<file path="src/rtl/cva5_types.sv">
`default_nettype none
// ============================================================================
// Package     : cva5_types
// Description : Shared floating-point writeback widths and packet type.
// Revision    : 1.0 - initial release
// ============================================================================
package cva5_types;

    localparam int FLEN         = 64;
    localparam int LOG2_MAX_IDS = 3;

    // One register-file write: data tagged with the producing instruction id.
    typedef struct packed {
        logic                    valid;
        logic [LOG2_MAX_IDS-1:0] id;
        logic [FLEN-1:0]         data;
    } fp_wb_packet_t;

endpackage
`default_nettype wire

</file>
<file path="src/rtl/fp_writeback_arbiter_pkg.sv">
`default_nettype none
// ============================================================================
// Package     : fp_writeback_arbiter_pkg
// Description : Helpers shared by the writeback arbiter and its selector.
// Revision    : 1.0 - initial release
// ============================================================================
package fp_writeback_arbiter_pkg;

    // Width of an index into n sources; a single source still needs one bit.
    function automatic int ptr_width(input int n);
        return (n > 1) ? $clog2(n) : 1;
    endfunction

endpackage
`default_nettype wire

</file>
<file path="src/rtl/fp_wb_rr_select.sv">
`default_nettype none
// ============================================================================
// Module      : fp_wb_rr_select
// Description : Finds the first set request bit at or after a start index,
//               wrapping around the vector.
// Revision    : 1.0 - initial release
// ============================================================================
module fp_wb_rr_select #(
    parameter int N     = 4,
    parameter int PTR_W = 2
) (
    input  logic [N-1:0]     req_i,
    input  logic [PTR_W-1:0] start_i,
    output logic             found_o,
    output logic [PTR_W-1:0] idx_o,
    output logic [N-1:0]     onehot_o
);

    // Position under test, one bit wider so start+k can exceed N before wrap.
    logic [PTR_W:0] w_pos;

    // Walk the vector in search order and keep the first hit.
    always_comb begin
        found_o  = 1'b0;
        idx_o    = '0;
        onehot_o = '0;
        w_pos    = '0;
        for (int k = 0; k < N; k++) begin
            w_pos = {1'b0, start_i} + (PTR_W+1)'(k);
            if (w_pos >= (PTR_W+1)'(N)) begin
                w_pos = w_pos - (PTR_W+1)'(N);
            end
            if (!found_o && req_i[w_pos[PTR_W-1:0]]) begin
                found_o                     = 1'b1;
                idx_o                       = w_pos[PTR_W-1:0];
                onehot_o[w_pos[PTR_W-1:0]]  = 1'b1;
            end
        end
    end

endmodule
`default_nettype wire

</file>
<file path="src/rtl/fp_writeback_arbiter.sv">
`default_nettype none
// ============================================================================
// Module      : fp_writeback_arbiter
// Description : Round-robin arbiter granting up to NUM_WB_PORTS of NUM_UNITS
//               FP result sources onto register-file write ports.
// Revision    : 1.0 - initial release
// ============================================================================
module fp_writeback_arbiter
    import cva5_types::*;
    import fp_writeback_arbiter_pkg::*;
#(
    parameter int NUM_UNITS         = 4,
    parameter int NUM_WB_PORTS      = 2,
    parameter int REGISTERED_OUTPUT = 1
) (
    input  logic                    clk,
    input  logic                    rst,
    input  logic [NUM_UNITS-1:0]    unit_done_i,
    input  logic [LOG2_MAX_IDS-1:0] unit_id_i [NUM_UNITS],
    input  logic [FLEN-1:0]         unit_rd_i [NUM_UNITS],
    output logic [NUM_UNITS-1:0]    unit_ack_o,
    output fp_wb_packet_t           wb_packet_o [NUM_WB_PORTS]
);

    localparam int PTR_W = ptr_width(NUM_UNITS);

    logic [PTR_W-1:0]                   rr_ptr_q;
    logic [PTR_W-1:0]                   rr_ptr_d;
    // Requests are masked during reset so no ack can escape while rst is high.
    logic [NUM_UNITS-1:0]               w_req;
    logic [NUM_UNITS-1:0]               w_grant;
    logic [NUM_WB_PORTS-1:0]            w_port_valid;
    logic [NUM_WB_PORTS-1:0][PTR_W-1:0] w_port_idx;
    logic                               w_any_grant;
    logic [PTR_W-1:0]                   w_last_idx;
    fp_wb_packet_t                      w_pkt [NUM_WB_PORTS];

    assign w_req      = rst ? '0 : unit_done_i;
    assign unit_ack_o = w_grant;

    if (NUM_WB_PORTS == NUM_UNITS) begin : g_direct
        // Every unit owns a port, so there is nothing to arbitrate.
        assign w_grant     = w_req;
        assign w_any_grant = 1'b0;
        assign w_last_idx  = '0;
        for (genvar p = 0; p < NUM_WB_PORTS; p++) begin : g_map
            assign w_port_valid[p] = w_req[p];
            assign w_port_idx[p]   = PTR_W'(p);
        end
    end else begin : g_rr
        logic [NUM_WB_PORTS-1:0][NUM_UNITS-1:0] w_stage_req;
        logic [NUM_WB_PORTS-1:0][NUM_UNITS-1:0] w_stage_oh;

        // Each stage sees the requests left over after all earlier stages.
        for (genvar p = 0; p < NUM_WB_PORTS; p++) begin : g_stage
            if (p == 0) begin : g_first
                assign w_stage_req[p] = w_req;
            end else begin : g_next
                assign w_stage_req[p] = w_stage_req[p-1] & ~w_stage_oh[p-1];
            end

            fp_wb_rr_select #(
                .N     (NUM_UNITS),
                .PTR_W (PTR_W)
            ) u_select (
                .req_i    (w_stage_req[p]),
                .start_i  (rr_ptr_q),
                .found_o  (w_port_valid[p]),
                .idx_o    (w_port_idx[p]),
                .onehot_o (w_stage_oh[p])
            );
        end

        // Merge per-stage grants and find the last unit granted in search order.
        always_comb begin
            w_grant     = '0;
            w_any_grant = 1'b0;
            w_last_idx  = '0;
            for (int p = 0; p < NUM_WB_PORTS; p++) begin
                w_grant = w_grant | w_stage_oh[p];
                if (w_port_valid[p]) begin
                    w_any_grant = 1'b1;
                    w_last_idx  = w_port_idx[p];
                end
            end
        end
    end

    // Resume the search just past the last unit served this cycle.
    always_comb begin
        rr_ptr_d = rr_ptr_q;
        if (w_any_grant) begin
            if (w_last_idx == PTR_W'(NUM_UNITS - 1)) begin
                rr_ptr_d = '0;
            end else begin
                rr_ptr_d = w_last_idx + PTR_W'(1);
            end
        end
    end

    // Round-robin pointer register.
    always_ff @(posedge clk or posedge rst) begin
        if (rst) begin
            rr_ptr_q <= '0;
        end else begin
            rr_ptr_q <= rr_ptr_d;
        end
    end

    // Steer each granted unit's id and data onto its port.
    always_comb begin
        for (int p = 0; p < NUM_WB_PORTS; p++) begin
            w_pkt[p] = '0;
            if (w_port_valid[p]) begin
                w_pkt[p].valid = 1'b1;
                w_pkt[p].id    = unit_id_i[w_port_idx[p]];
                w_pkt[p].data  = unit_rd_i[w_port_idx[p]];
            end
        end
    end

    if (REGISTERED_OUTPUT != 0) begin : g_out_reg
        fp_wb_packet_t wb_packet_q [NUM_WB_PORTS];

        // Output stage; reset drops any packet not yet written back.
        always_ff @(posedge clk or posedge rst) begin
            if (rst) begin
                for (int p = 0; p < NUM_WB_PORTS; p++) begin
                    wb_packet_q[p] <= '0;
                end
            end else begin
                for (int p = 0; p < NUM_WB_PORTS; p++) begin
                    wb_packet_q[p] <= w_pkt[p];
                end
            end
        end

        assign wb_packet_o = wb_packet_q;
    end else begin : g_out_comb
        assign wb_packet_o = w_pkt;
    end

endmodule
`default_nettype wire

</file>
<file path="config.mk">
export PLATFORM = sky130hd
export DESIGN_NAME = fp_writeback_arbiter
export DESIGN_NICKNAME = d
export VERILOG_FILES = /design/src/rtl/cva5_types.sv /design/src/rtl/fp_writeback_arbiter_pkg.sv /design/src/rtl/fp_wb_rr_select.sv /design/src/rtl/fp_writeback_arbiter.sv
export SDC_FILE = /design/constraint.sdc
export NUM_CORES = 1
export LEC_CHECK = 0
export ABC_AREA = 1
export CORE_AREA = 2 2 162 164
export DETAILED_ROUTE_END_ITERATION = 7
export DIE_AREA = 0 0 164 166
export HOLD_SLACK_MARGIN = 0.05
export PLACE_DENSITY = 0.72
export SETUP_SLACK_MARGIN = 0.2
export SLEW_MARGIN = 20
export SYNTH_ARGS = -nofsm -noshare
export SYNTH_HDL_FRONTEND = slang
export SYNTH_SLANG_ARGS = --single-unit
</file>
<file path="constraint.sdc">
create_clock -name clk -period 7.56 [get_ports clk]
set_clock_uncertainty 0.05 [all_clocks]
set_input_delay 1.512 -clock clk [delete_from_list [all_inputs] [get_ports clk]]
set_output_delay 1.512 -clock clk [all_outputs]
set_load 0.005 [all_outputs]
</file>
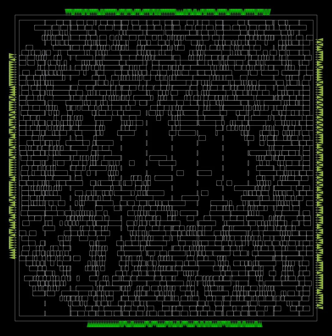
(cell placement)
core area: 0.02562 sq mm
sequential cell count: 138
Final Core Density: 57.32%
Filler cells: 2350

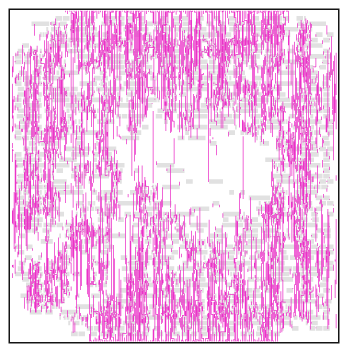
(signal wires on met2)
(2 px per micron) Cells faint in the background.
The layer carries 18900 microns of wire. The longest straight run is 59.8 microns. 1551 nets have wire on it. The layer holds 47% of the routed length. The wires run mostly vertical.

==> results.ini <==
[run_status]
status=complete, no violations

[critical_path]
max_stage_delay_ns=0.54
cpLargestDelayFamily=simple AND/OR/NAND/NOR gates
start_kind=input pin
rr_endpoint=wb_packet_o[43]
slowest_stage=clkdlybuf4s50_1
r2r_cells=19
cp.depth=17
cp.required_ns=6.00
cp_cell_sequence=clkdlybuf4s50_1 > inv_6 > nand3_1 > nand2_1 > nand2_1 > nand2_4 > nand3_4 > nor2_1 > nor2_2 > nand3b_1 > nand2_1 > nand2_1 > nand2_1 > nor3_1 > a21oi_1 > o21ai_0 > clkdlybuf4s50_1
arrival_ns=4.71
r2r-start=rr_ptr_q[1]
cp.buffers_inverters=3

[synthesis]
ys_seq_share_pct=35.10
yosys_cells=1371
ys_top_logic_family=simple AND/OR/NAND/NOR gates
ys_types=32
area_leaders=dfrtp_1 35%, nand2_1 14%, nand4_1 8.7%, mux2i_1 6.8%, a221oi_1 6.0%
fp_nets=1652
yosysChipArea_sq_mm=0.009839
synth.most_common_cell=nand2_1
synth-simple-area-share_pct=36.93
synth_top_cell_by_area=dfrtp_1
synth-xor-area-share_pct=0
synthAdderAreaFrac_pct=0.8901
syn_inst=1371
synthAoiAreaFrac_pct=10.40
ys_warn_count=0
synthMuxAreaShare_pct=6.816
synthTopCellsByCount=379 x nand2_1, 141 x nor2_1, 138 x dfrtp_1, 137 x nand4_1, 96 x nand3_1

[global_route]
antenna_found_initial=3
use_met1_pct=37.11
gr-usage-met2_pct=46.04
grt_use_total_pct=28.86
grt_max_degree=205
use_met3_pct=6.718
grt.overflow.total=0

[clock_tree]
clockBufferDepth=2
post_cts_resized=0
clock_latency_ns=0.42
tritoncts=yes
cts-root-buf=clkbuf_16
cts-htree-levels=4
post-cts-setup-buffers=0

[drt]
vias=11528
vias_per_cell=5.629
drc=0
route.met3.wl_mm=3.632

[final_timing]
timing.hold.ws_ns=0.8111
timing.setup.tns_ns=0
slew_headroom_pct=31.68
max_slew.worst_pin.slew_ns=1.025
fmax_ghz=0.1594
setup_viol=0
finalCritPeriodShare_pct=83.00
period_needed_ns=6.275

[finish]
comb_area_share_pct=37.01
clkCellAreaFrac_pct=4.542
largest_register_ffs=136
buffer_area_share_pct=29.46
layout_top_cell=clkdlybuf4s50_1
comb_cells=1013
inv_count=96
comb_area_sq_mm=0.005435
instances_no_fill=2048
seq-cell-share_pct=23.52

[min_path]
hold_path_depth=2
min_path_type=reg2reg
min_from=rr_ptr_q[1]

[floorplan]
tap-cell-count=335
num_rows=59

[place]
placed_area_sq_mm=0.01401
place_congestion=0.8862

[flow_run]
cap_violations=0
warnings=35

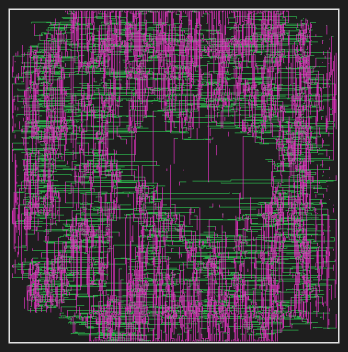
(routed metal, one color a layer)
(2 px per micron) Only two layers are drawn.
Magenta stands for met2, wire length 18900 microns. Green stands for met1, wire length 16400 microns.

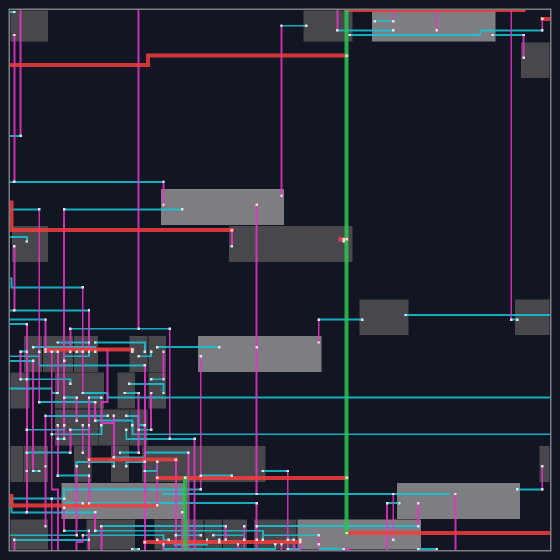
(close-up of the layout)
Window x 62 to 102, y 63 to 103 microns. Cells in gray, sequential cells in the stronger gray; small squares are vias.
Red stands for met3. Magenta stands for met2. Green stands for met4. Cyan stands for met1.
32 logic cells have their middle in the window. Sequential cells in the window: 6. Netlist names of flops here include wb_packet_o (6). Most frequent: nand2_1 (6), dfrtp_1 (6), clkdlybuf4s50_1 (5).

